--- config.mk ---
export PLATFORM = sky130hd
export DESIGN_NAME = ame_wr_dma
export DESIGN_NICKNAME = d
export VERILOG_FILES = /design/src/rtl/ame_wr_dma.sv
export SDC_FILE = /design/constraint.sdc
export NUM_CORES = 1
export LEC_CHECK = 0
export CELL_PAD_IN_SITES_DETAIL_PLACEMENT = 0
export CELL_PAD_IN_SITES_GLOBAL_PLACEMENT = 1
export CORE_MARGIN = 5
export CORE_UTILIZATION = 34
export DETAILED_ROUTE_END_ITERATION = 6
export PLACE_DENSITY = 0.8
export SLEW_MARGIN = 20
export SYNTH_ARGS = -nofsm -noshare
export SYNTH_HDL_FRONTEND = slang
export SYNTH_SLANG_ARGS = --single-unit
--- constraint.sdc ---
create_clock -name m_axi_aclk -period 5.6 [get_ports m_axi_aclk]
set_input_delay 1.12 -clock m_axi_aclk [delete_from_list [all_inputs] [get_ports m_axi_aclk]]
set_output_delay 1.12 -clock m_axi_aclk [all_outputs]
set_load 0.02 [all_outputs]
--- src/rtl/ame_wr_dma.sv ---
// ame_wr_dma: AXI4 write DMA that bursts a valid/ready result-word stream to memory as 4 KB-safe INCR bursts.
// Optional feature: define AME_WR_DMA_BRESP_CHECK_EN to flag SLVERR/DECERR write responses on the sticky error output.
module ame_wr_dma #(
  parameter int MAX_BURST = 16,
  parameter int LEN_W     = 16
) (
  input  logic             m_axi_aclk,
  input  logic             m_axi_aresetn,
  input  logic             start,
  input  logic [31:0]      base_addr,
  input  logic [LEN_W-1:0] word_cnt,
  input  logic [31:0]      s_data,
  input  logic             s_valid,
  output logic             s_ready,
  output logic [31:0]      m_axi_awaddr,
  output logic [7:0]       m_axi_awlen,
  output logic [2:0]       m_axi_awsize,
  output logic [1:0]       m_axi_awburst,
  output logic             m_axi_awlock,
  output logic [3:0]       m_axi_awcache,
  output logic [2:0]       m_axi_awprot,
  output logic [3:0]       m_axi_awqos,
  output logic             m_axi_awvalid,
  input  logic             m_axi_awready,
  output logic [31:0]      m_axi_wdata,
  output logic [3:0]       m_axi_wstrb,
  output logic             m_axi_wlast,
  output logic             m_axi_wvalid,
  input  logic             m_axi_wready,
  input  logic [1:0]       m_axi_bresp,
  input  logic             m_axi_bvalid,
  output logic             m_axi_bready,
  output logic             busy,
  output logic             done,
  output logic             error
);
  localparam int BW = $clog2(MAX_BURST) + 1;

  typedef enum logic [2:0] {
    ST_IDLE = 3'd0,
    ST_AW   = 3'd1,
    ST_W    = 3'd2,
    ST_B    = 3'd3,
    ST_DONE = 3'd4
  } state_t;

  state_t           state_r;
  logic [31:0]      addr_r;
  logic [7:0]       awlen_r;
  logic [LEN_W-1:0] rem_r;
  logic [BW-1:0]    beats_r;
  logic [BW-1:0]    beat_r;
  logic             awvalid_r;
  logic             bready_r;
  logic             busy_r;
  logic             done_r;
  logic             error_r;

  logic [31:0]      start_addr_s;
  logic [BW-1:0]    start_beats_s;
  logic [31:0]      next_addr_s;
  logic [LEN_W-1:0] next_rem_s;
  logic [BW-1:0]    next_beats_s;
  logic             w_hs_s;
  logic             last_beat_s;
  logic             bad_resp_s;
  logic             unused_s;

  // Burst size limited by words left, MAX_BURST and the words remaining in the current 4 KB page.
  function automatic logic [BW-1:0] calc_beats(input logic [9:0] page_word, input logic [LEN_W-1:0] rem);
    logic [31:0] room;
    logic [31:0] b;
    room = 32'd1024 - {22'd0, page_word};
    if (32'(rem) < 32'(MAX_BURST)) begin
      b = 32'(rem);
    end else begin
      b = 32'(MAX_BURST);
    end
    b = (room < b) ? room : b;
    return b[BW-1:0];
  endfunction

  assign start_addr_s  = {base_addr[31:2], 2'b00};
  assign start_beats_s = calc_beats(start_addr_s[11:2], word_cnt);
  assign next_addr_s   = addr_r + 32'({beats_r, 2'b00});
  assign next_rem_s    = rem_r - LEN_W'(beats_r);
  assign next_beats_s  = calc_beats(next_addr_s[11:2], next_rem_s);

  assign w_hs_s      = (state_r == ST_W) && s_valid && m_axi_wready;
  assign last_beat_s = (beat_r == (beats_r - BW'(1)));

`ifdef AME_WR_DMA_BRESP_CHECK_EN
  assign bad_resp_s = (m_axi_bresp != 2'b00);
  assign unused_s   = ^base_addr[1:0];
`else
  assign bad_resp_s = 1'b0;
  assign unused_s   = ^{base_addr[1:0], m_axi_bresp};
`endif

  // W channel is a zero-latency pass-through of the result stream while a burst is open.
  assign m_axi_wvalid = (state_r == ST_W) && s_valid;
  assign s_ready      = (state_r == ST_W) && m_axi_wready;
  assign m_axi_wdata  = s_data;
  assign m_axi_wlast  = (state_r == ST_W) && last_beat_s;
  assign m_axi_wstrb  = 4'hF;

  assign m_axi_awaddr  = addr_r;
  assign m_axi_awlen   = awlen_r;
  assign m_axi_awvalid = awvalid_r;
  assign m_axi_awsize  = 3'b010;
  assign m_axi_awburst = 2'b01;
  assign m_axi_awlock  = 1'b0;
  assign m_axi_awcache = 4'b0011;
  assign m_axi_awprot  = 3'b000;
  assign m_axi_awqos   = 4'b0000;
  assign m_axi_bready  = bready_r;
  assign busy          = busy_r;
  assign done          = done_r;
  assign error         = error_r;

  // Transfer sequencer: one burst in flight, AW fields registered on entry and frozen while awvalid is high.
  always_ff @(posedge m_axi_aclk or negedge m_axi_aresetn) begin
    if (!m_axi_aresetn) begin
      state_r   <= ST_IDLE;
      addr_r    <= 32'd0;
      awlen_r   <= 8'd0;
      rem_r     <= {LEN_W{1'b0}};
      beats_r   <= {BW{1'b0}};
      beat_r    <= {BW{1'b0}};
      awvalid_r <= 1'b0;
      bready_r  <= 1'b0;
      busy_r    <= 1'b0;
      done_r    <= 1'b0;
      error_r   <= 1'b0;
    end else begin
      done_r <= 1'b0;
      case (state_r)
        ST_IDLE: begin
          if (start) begin
            busy_r  <= 1'b1;
            error_r <= 1'b0;
            if (word_cnt != {LEN_W{1'b0}}) begin
              addr_r    <= start_addr_s;
              rem_r     <= word_cnt;
              beats_r   <= start_beats_s;
              awlen_r   <= 8'(start_beats_s - BW'(1));
              awvalid_r <= 1'b1;
              state_r   <= ST_AW;
            end else begin
              state_r <= ST_DONE;
            end
          end
        end
        ST_AW: begin
          if (m_axi_awready) begin
            awvalid_r <= 1'b0;
            beat_r    <= {BW{1'b0}};
            state_r   <= ST_W;
          end
        end
        ST_W: begin
          if (w_hs_s) begin
            if (last_beat_s) begin
              beat_r   <= {BW{1'b0}};
              bready_r <= 1'b1;
              state_r  <= ST_B;
            end else begin
              beat_r <= beat_r + BW'(1);
            end
          end
        end
        ST_B: begin
          if (m_axi_bvalid) begin
            bready_r <= 1'b0;
            addr_r   <= next_addr_s;
            rem_r    <= next_rem_s;
            if (bad_resp_s) begin
              error_r <= 1'b1;
            end
            if (next_rem_s == {LEN_W{1'b0}}) begin
              state_r <= ST_DONE;
            end else begin
              beats_r   <= next_beats_s;
              awlen_r   <= 8'(next_beats_s - BW'(1));
              awvalid_r <= 1'b1;
              state_r   <= ST_AW;
            end
          end
        end
        ST_DONE: begin
          done_r  <= 1'b1;
          busy_r  <= 1'b0;
          state_r <= ST_IDLE;
        end
        default: begin
          state_r <= ST_IDLE;
        end
      endcase
    end
  end

endmodule

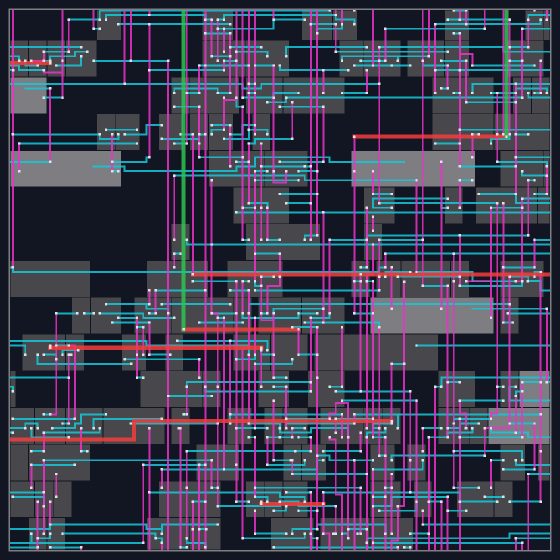
Figure 1: run 1, zoomed window.
Region (52, 52) to (92, 92) um. Cells in gray, sequential cells in the stronger gray; small squares are vias.
color	layer
red	met3
green	met4
magenta	met2
cyan	met1
netlist names of flops here include	`rem_r` (3)
most frequent	nand2_1 (17), nor2_1 (11), a21oi_1 (9)
sequential cells in the window	3
cells with their middle in the window	111

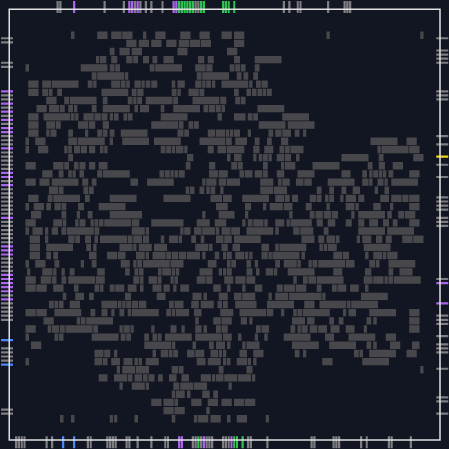
Figure 2: run 1, pin map.
Drawn at 3 px/um. Pins as bars across the die edge, other pins in gray.
color	port	pins	direction	edge
green	`word_cnt`	16	input	12 top, 4 bottom
yellow	`m_axi_awvalid`	1	output	right
blue	`m_axi_awqos`	4	output	2 left, 2 bottom
purple	`m_axi_awaddr`	32	output	20 left, 6 top, 4 bottom, 2 right
die boundary height: 143 um
Die W: 143 um
IO Port Bufs: 97

==> flow_summary.ini, run 1 <==
; yosys + openroad results
[min_path]
hold_path.class = register to register
min_from = m_axi_awlen[3]
holdPathEnd = m_axi_awlen[3]

[die]
taps = 225

[synthesis]
ys_cells = 767
flop_cell = dfrtp_1
async_reset_ff_share_pct = 100

[pwr]
p_clk_share_pct = 14.2
internal-power_mw = 2.43
seqPwrFrac_pct = 21.6
p_sw_mw = 2.29
netSwitchingFraction_pct = 48.5

[clocking]
clk_latency_ns = 0.34
cts_tree = built

[sta]
fin_ws_ns = 0.429
clock_skew_ns = 0.00916
setup_viol = 0
drv_slew = 0
fmax_mhz = 193
min_period_over_period_pct = 92.3

[finish]
fillers = 1781
comb_area_um2 = 3780
design.seq.count = 69
largestClassByArea = logic gates
nMultiInputCombCells = 618
sh_seq_area_pct = 23.6

[placement]
preCtsSetupSlack_ns = 0.291

[worst_setup_path]
cp_max_fo = 8
cp.arrival_ns = 5.38
rr_endpoint = m_axi_awlen[4]
r2r_cells = 21
r2r-start = beats_r[0]
setup.worst_path.end = m_axi_awlen[4]

[routing]
final_antenna_net_count = 0
post_drt_wl_per_cell_um = 15.7

[run_status]
status = finished, final reports clean
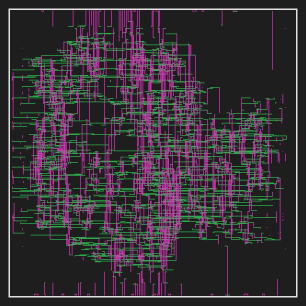
Figure 3: run 1, routed metal, one color a layer.
Drawn at 2 px/um. Only two layers are drawn.
color	layer	wire length
magenta	met2	7600 um
green	met1	7980 um

-- run 1: state kept, by name, indices dropped and copies added, names as in the netlist --
| name | cells |
|---|---|
| m_axi_awaddr | 30 |
| rem_r | 16 |
| m_axi_awlen | 6 |
| beat_r | 5 |
| beats_r | 5 |
| state_r | 3 |
| busy | 1 |
| done | 1 |
| m_axi_awvalid | 1 |
| m_axi_bready | 1 |
-- run 1: cell usage after synthesis (3+ instances only) --
library cell and instances:
a211oi_1 5, a21o_1 10, a21oi_1 78, a22oi_1 4, a2bb2oi_1 7, a31oi_1 10
and2_1 11, and3_1 12, buf_1 4, buf_4 59, clkbuf_1 24, dfrtp_1 69
ha_1 35, inv_1 24, mux2i_1 6, nand2_1 82, nand2b_1 8, nand3_1 29
nand4_1 13, nor2_1 70, nor2b_1 5, nor3_1 14, nor4_1 8, o2111a_1 3
o211ai_1 4, o21a_1 4, o21ai_0 49, o21ai_1 8, o22ai_1 16, or3_1 6
xnor2_1 22, xor2_1 17
-- run 1: cells by family after synthesis --
kind of cell | share of synthesized area, %
mux | 0.998
flops | 28.7
xor+xnor | 5.68
other cells | 0.125
fa+ha+maj | 7.94
compound gates | 23.4
simple gates | 22.2
buf+inv | 11.0
-- run 1: cells in the final DEF, fill, tap and decap left out, types with 16 or more instances in the layout --
| master | instances |
|---|---|
| a21oi_1 | 77 |
| buf_4 | 17 |
| clkdlybuf4s50_1 | 96 |
| conb_1 | 36 |
| dfrtp_1 | 69 |
| ha_1 | 35 |
| inv_1 | 24 |
| nand2_1 | 81 |
| nand3_1 | 29 |
| nor2_1 | 70 |
| o21ai_0 | 49 |
| o22ai_1 | 16 |
| xnor2_1 | 22 |
| xor2_1 | 17 |
-- run 1: worst max-delay path, delay by kind of cell (launching register included) --
| family | cells | cell delay [ns] |
|---|---|---|
| compound gates | 12 | 2.57 |
| xor+xnor | 1 | 0.18 |
| simple gates | 3 | 0.66 |
| fa+ha+maj | 4 | 1.12 |
| buf+inv | 1 | 0.05 |
| flops | 1 | 0.44 |
-- run 1: metrics by stage --
step | instance area, um^2 | hold slack, ns | power, mW
floorplan | 6150 | 0.456 | 3.16
finish | 7310 | 0.479 | 4.72
global placement | 6950 | 0.470 | 4.02
CTS | 7290 | 0.487 | 4.73
global route | 7310 | 0.519 | 5.17
detailed placement | 6950 | 0.473 | 4.04
-- run 1: metal layers --
| layer | part of all wire (%) | track usage, % | vias to the layer above |
|---|---|---|---|
| met3 | 5.8 | 4.05 | 11 |
| met4 | 0.86 | 4.15 | 0 |
| met1 | 48 | 22.5 | 2554 |
| met2 | 45 | 26.8 | 128 |
| met5 | 0 | 0 | - |
| li1 | - | - | 2801 |
-- run 1: power groups by stage --
stage / clock [mW] / combinational, mW / sequential, mW
final: 0.669 / 3.03 / 1.02
after global routing: 0.698 / 3.41 / 1.07
after CTS: 0.681 / 3.03 / 1.02
after detailed placement: 0 / 3.02 / 1.02
after global placement: 0 / 2.99 / 1.02
after floorplan: 0 / 2.07 / 1.09
-- run 1: repair_timing --
action,in CTS,in global routing
gates resized,0,1
setup buffers,0,1
endpoints found under the hold margin,0,0
setup endpoints to repair,0,1
## Run 2: what changed since run 1
--- a/config.mk
+++ b/config.mk
@@ -9,6 +9,7 @@
 export CELL_PAD_IN_SITES_GLOBAL_PLACEMENT = 1
 export CORE_MARGIN = 5
 export CORE_UTILIZATION = 34
+export CTS_CLUSTER_DIAMETER = 120
 export DETAILED_ROUTE_END_ITERATION = 6
 export PLACE_DENSITY = 0.8
 export SLEW_MARGIN = 20
==> flow_summary.ini, run 2 <==
; yosys + openroad results
[finish]
final_cell_mix = clkdlybuf4s50_1, nand2_1, a21oi_1, nor2_1, dfrtp_1
layout_top_cell = clkdlybuf4s50_1
fin_area_um2 = 7310
largest_reg_flops = 30

[worst_setup_path]
critical_path.top_delay_family = AND-OR/OR-AND gates
cp.arrival_ns = 5.38

[synthesis]
ys_sh_aoi_pct = 23.4
async_reset_ff_share_pct = 100
flop_cell = dfrtp_1
ys_cells = 767
synthMuxAreaShare_pct = 0.998
ys_sh_simple_pct = 22.2
synthTopCellsByCount = nand2_1, a21oi_1, nor2_1
most_common_cell = nand2_1
ys_sh_adder_pct = 7.94

[sta]
drv_slew = 0
clock_skew_ns = 0.00916
fmax_mhz = 193
fin_ws_ns = 0.429
min_period_over_period_pct = 92.3

[pwr]
netSwitchingFraction_pct = 48.5
internal-power_mw = 2.43

[routing]
wirelength_met1_um = 7980
route.met2.wl_um = 7600
wl_met3_um = 976

[die]
fp.dieH_um = 143
die-width_um = 143

[clocking]
clk_latency_ns = 0.34

[min_path]
hold_path.class = register to register

[run_status]
status = finished, final reports clean

[placement]
preCtsSetupSlack_ns = 0.291
==> run 2: final cells by class <==
class / instances / area [um^2] / area share (%)
tap: 225 / 282 / 3.85
sequential: 69 / 1730 / 23.6
clock buffer: 10 / 229 / 3.13
clock inverter: 6 / 111 / 1.52
multi-input combinational: 618 / 3780 / 51.7
timing repair buffer: 113 / 1090 / 14.9
inverter: 24 / 90.1 / 1.23
==> run 2: routing by layer <==
layer  track usage, %  vias to the layer above
li1                 -                     2801
met1             22.5                     2554
met2             26.8                      128
met3             4.05                       11
met4             4.15                        0
met5                0                        -
==> run 2: path summary, 6_finish.rpt <==
path,to,slack (ns),cells after the start
min in group asynchronous,m_axi_awlen[2],0.92,1
hold / removal,m_axi_awlen[3],0.48,2
max in group asynchronous,rem_r[9],4.07,1
setup reg to reg,m_axi_awlen[4],0.43,21
setup / recovery,m_axi_awlen[4],0.43,21
hold reg to reg,m_axi_awlen[3],0.48,2
==> run 2: cells by family (layout without fill, tap and decap cells) <==
logic type               after synthesis  after routing
AND/OR/NAND/NOR                      274            274
multiplexers                           6              6
adder cells (fa/ha/maj)               37             37
AND-OR/OR-AND                        226            226
other                                  2             36
buffers and inverters                114            153
flip-flops                            69             69
XOR/XNOR                              39             39
==> run 2: timing repair <==
| item | in CTS | in global routing |
|---|---|---|
| resized | 0 | 1 |
| endpoints found under the setup margin | 0 | 1 |
| buffers inserted | 0 | 1 |
==> run 2: power by group through the flow <==
stage	clock network (mW)	logic [mW]	registers [mW]
finish	0.669	3.03	1.02
global route	0.698	3.41	1.07
detailed placement	0	3.02	1.02
CTS	0.681	3.03	1.02
floorplan	0	2.07	1.09
global placement	0	2.99	1.02
==> run 2: tightest hold or removal path, stage by stage, from the launching register on <==
cell and delay [ns]:
dfrtp_1 0.34, nand2_1 0.06, o21ai_2 0.05
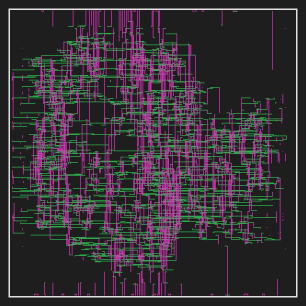
Figure 4: run 2, routed metal, one color a layer.
Drawn at 2 px/um. Only two layers are drawn.
color	layer	wire length
green	met1	7980 um
magenta	met2	7600 um
via count: 5494
drt wl/cell: 15.7 um

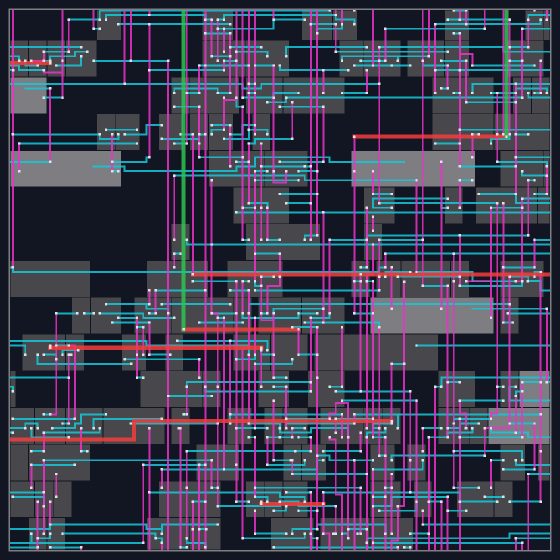
Figure 5: run 2, zoomed window.
Region (52, 52) to (92, 92) um. Cells in gray, sequential cells in the stronger gray; small squares are vias.
color	layer
red	met3
cyan	met1
green	met4
magenta	met2
most frequent	nand2_1 (17), nor2_1 (11), a21oi_1 (9)
netlist names of flops here include	`rem_r` (3)
cells with their middle in the window	111
sequential cells in the window	3

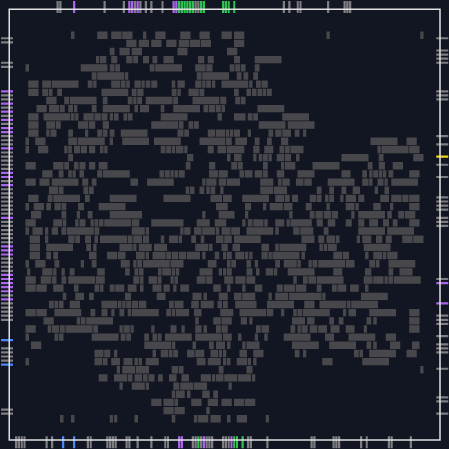
Figure 6: run 2, pin map.
Drawn at 3 px/um. Pins as bars across the die edge, other pins in gray.
color	port	pins	direction	edge
blue	`m_axi_awqos`	4	output	2 left, 2 bottom
green	`word_cnt`	16	input	12 top, 4 bottom
yellow	`m_axi_awvalid`	1	output	right
purple	`m_axi_awaddr`	32	output	20 left, 6 top, 4 bottom, 2 right
all pins by edge	69 left, 50 bottom, 37 top, 34 right

## Run 3: what changed since run 2
--- a/config.mk
+++ b/config.mk
@@ -7,6 +7,7 @@
 export LEC_CHECK = 0
 export CELL_PAD_IN_SITES_DETAIL_PLACEMENT = 0
 export CELL_PAD_IN_SITES_GLOBAL_PLACEMENT = 1
+export CORE_ASPECT_RATIO = 2
 export CORE_MARGIN = 5
 export CORE_UTILIZATION = 34
 export CTS_CLUSTER_DIAMETER = 120
==> flow_summary.ini, run 3 <==
; yosys + openroad results
[run_status]
status = finished, final reports clean

[sta]
drv_slew = 0
fmax_mhz = 193
hold_ws_ns = 0.482
min_period_over_period_pct = 92.6
clock_skew_ns = 0.00713
setup_viol = 0
fin_ws_ns = 0.417
post-route-min-period_ns = 5.18

[worst_setup_path]
r2r-start = beats_r[0]
r2r_cells = 21
rr_endpoint = m_axi_awlen[4]
cp.arrival_ns = 5.37
reg2reg_setup_slack_ns = 0.42

[synthesis]
flop_cell = dfrtp_1
ys_cells = 767
synthTopCellsByCount = nand2_1, a21oi_1, nor2_1
ys_types = 69
async_reset_ff_share_pct = 100

[pwr]
netSwitchingFraction_pct = 49.8
seqPwrFrac_pct = 22.3
p_clk_share_pct = 11.0
finalPower_mw = 4.58
internal-power_mw = 2.30
p_sw_mw = 2.28

[finish]
flop_area_um2 = 1730
largest_reg_flops = 30
comb_area_um2 = 3770
fillers = 1855
layout_top_cell = clkdlybuf4s50_1
fin_nets = 960
final_cell_mix = clkdlybuf4s50_1, nand2_1, a21oi_1, nor2_1, dfrtp_1

[die]
fp.dieH_um = 198
die-width_um = 104

[placement]
port_buffers = 97
preCtsSetupSlack_ns = 0.374

[min_path]
holdPathEnd = m_axi_awlen[3]
hold_path.class = register to register

[clocking]
postCtsSetupBuffers = 0
cts_tree = built
cts_root_buffer = clkbuf_16
post_cts_resized = 0

[routing]
drt_iter0_drc = 291
final_antenna_net_count = 0
run 3: per-stage QoR:
stage | area [um^2] | utilization (%)
after floorplan | 6150 | -
after detailed placement | 6940 | 39.4
after global routing | 7200 | 40.9
after global placement | 6940 | 39.4
after CTS | 7190 | 40.8
final | 7200 | 40.9
run 3: power groups by stage:
stage | sequential [mW] | combinational, mW | clock (mW)
floorplan | 1.09 | 2.07 | 0
global placement | 1.02 | 2.98 | 0
detailed placement | 1.03 | 3.04 | 0
CTS | 1.02 | 3.06 | 0.522
global route | 1.07 | 3.40 | 0.542
finish | 1.02 | 3.05 | 0.505
run 3: cell families (layout without fill, tap and decap cells):
family,Yosys count,in the layout,share of synthesized area (%)
buffers and inverters,114,150,11.0
other,2,36,0.125
and+or+nand+nor,274,274,22.2
AOI/OAI and AO/OA,226,226,23.4
DFF,69,69,28.7
muxes,6,6,0.998
adders and majority gates,37,37,7.94
xor gates and xnor gates,39,39,5.68
run 3: worst max-delay path: stages, from the launching register on:
cell	delay, ns
dfrtp_1	0.46
ha_1	0.21
inv_1	0.05
fa_1	0.42
a211oi_2	0.36
o21ai_2	0.17
a2111o_1	0.35
a21oi_4	0.18
o2111a_1	0.41
nand2_1	0.09
ha_1	0.31
a21o_1	0.18
a21oi_1	0.16
o221ai_1	0.20
or3_1	0.40
o21ai_1	0.18
o22a_1	0.21
and2_1	0.16
ha_1	0.18
o211ai_1	0.11
xnor2_1	0.16
o21ai_1	0.07
run 3: worst max path at each step:
stage                         start  depth (start not counted)              to  slack [ns]
floorplan           m_axi_awaddr[3]                         22  m_axi_awlen[4]        0.89
global placement         beats_r[0]                         22  m_axi_awlen[4]        0.40
detailed placement       beats_r[0]                         22  m_axi_awlen[4]        0.37
CTS                      beats_r[0]                         22  m_axi_awlen[4]        0.35
global route             beats_r[0]                         22  m_axi_awlen[4]        0.02
finish                   beats_r[0]                         21  m_axi_awlen[4]        0.42
run 3: per-layer routing:
metal  routed length, um  up-vias  GRT usage [%]  part of all wire (%)
li1                    -     2801              -                     -
met1                7760     2669           21.3                    46
met2                8160      142           27.7                    48
met3                 712       16           2.87                   4.2
met4                 276        0           4.66                   1.6
met5                   0        -              0                     0
run 3: final cells by class:
cell class | count | area share [%]
multi-input cells | 618 | 52.4
flip-flops and latches | 69 | 24.0
repair buffers | 112 | 15.2
well taps | 213 | 3.70
clock buffers | 12 | 3.28
inverters | 24 | 1.25
clock inverters | 2 | 0.174
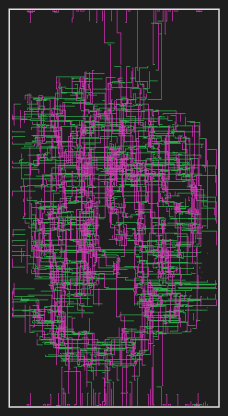
Figure 7: run 3, routed metal, one color a layer.
Drawn at 2 px/um. Only two layers are drawn.
color	layer	wire length
green	met1	7760 um
magenta	met2	8160 um
All-Layer GR Usage: 16.3%
routed wire length: 16900 um
via count: 5628
drt wl/cell: 16.1 um

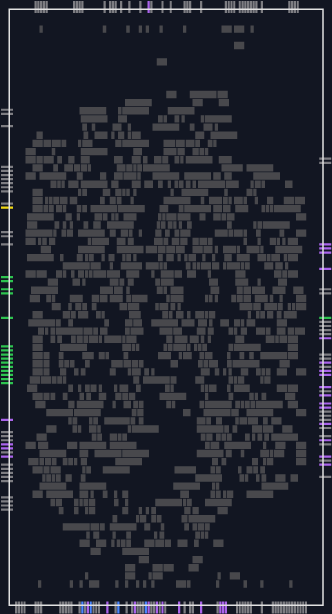
Figure 8: run 3, pin map.
Drawn at 3 px/um. Pins as bars across the die edge, other pins in gray.
color	port	pins	direction	edge
blue	`m_axi_awqos`	4	output	bottom
green	`word_cnt`	16	input	15 left, 1 right
purple	`m_axi_awaddr`	32	output	16 right, 11 bottom, 4 left, 1 top
yellow	`m_axi_awvalid`	1	output	left
all pins by edge	66 bottom, 47 left, 40 top, 37 right

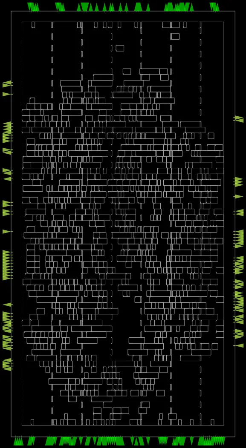
Figure 9: run 3, cell placement.
post-layout util: 40.9%
num rows: 69
Post-Layout Cell Count: 1050
flop count: 69


==> layout pictures side by side <==
Met2 routing.
Drawn at 2 px/um. Cells faint in the background.
(a)
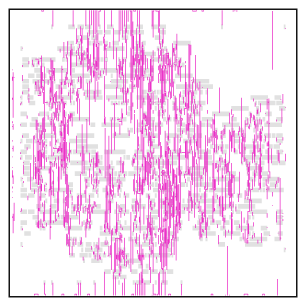
(b)
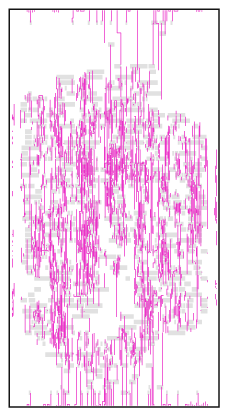
(a) is run 2.
(b) is run 3.

Key to (b):
share of all routed wire	48%
wire length on this layer	8160 um
nets with wire on the layer	791
main direction	vertical
longest straight run	53.0 um

Power and IR drop assume default switching activity.
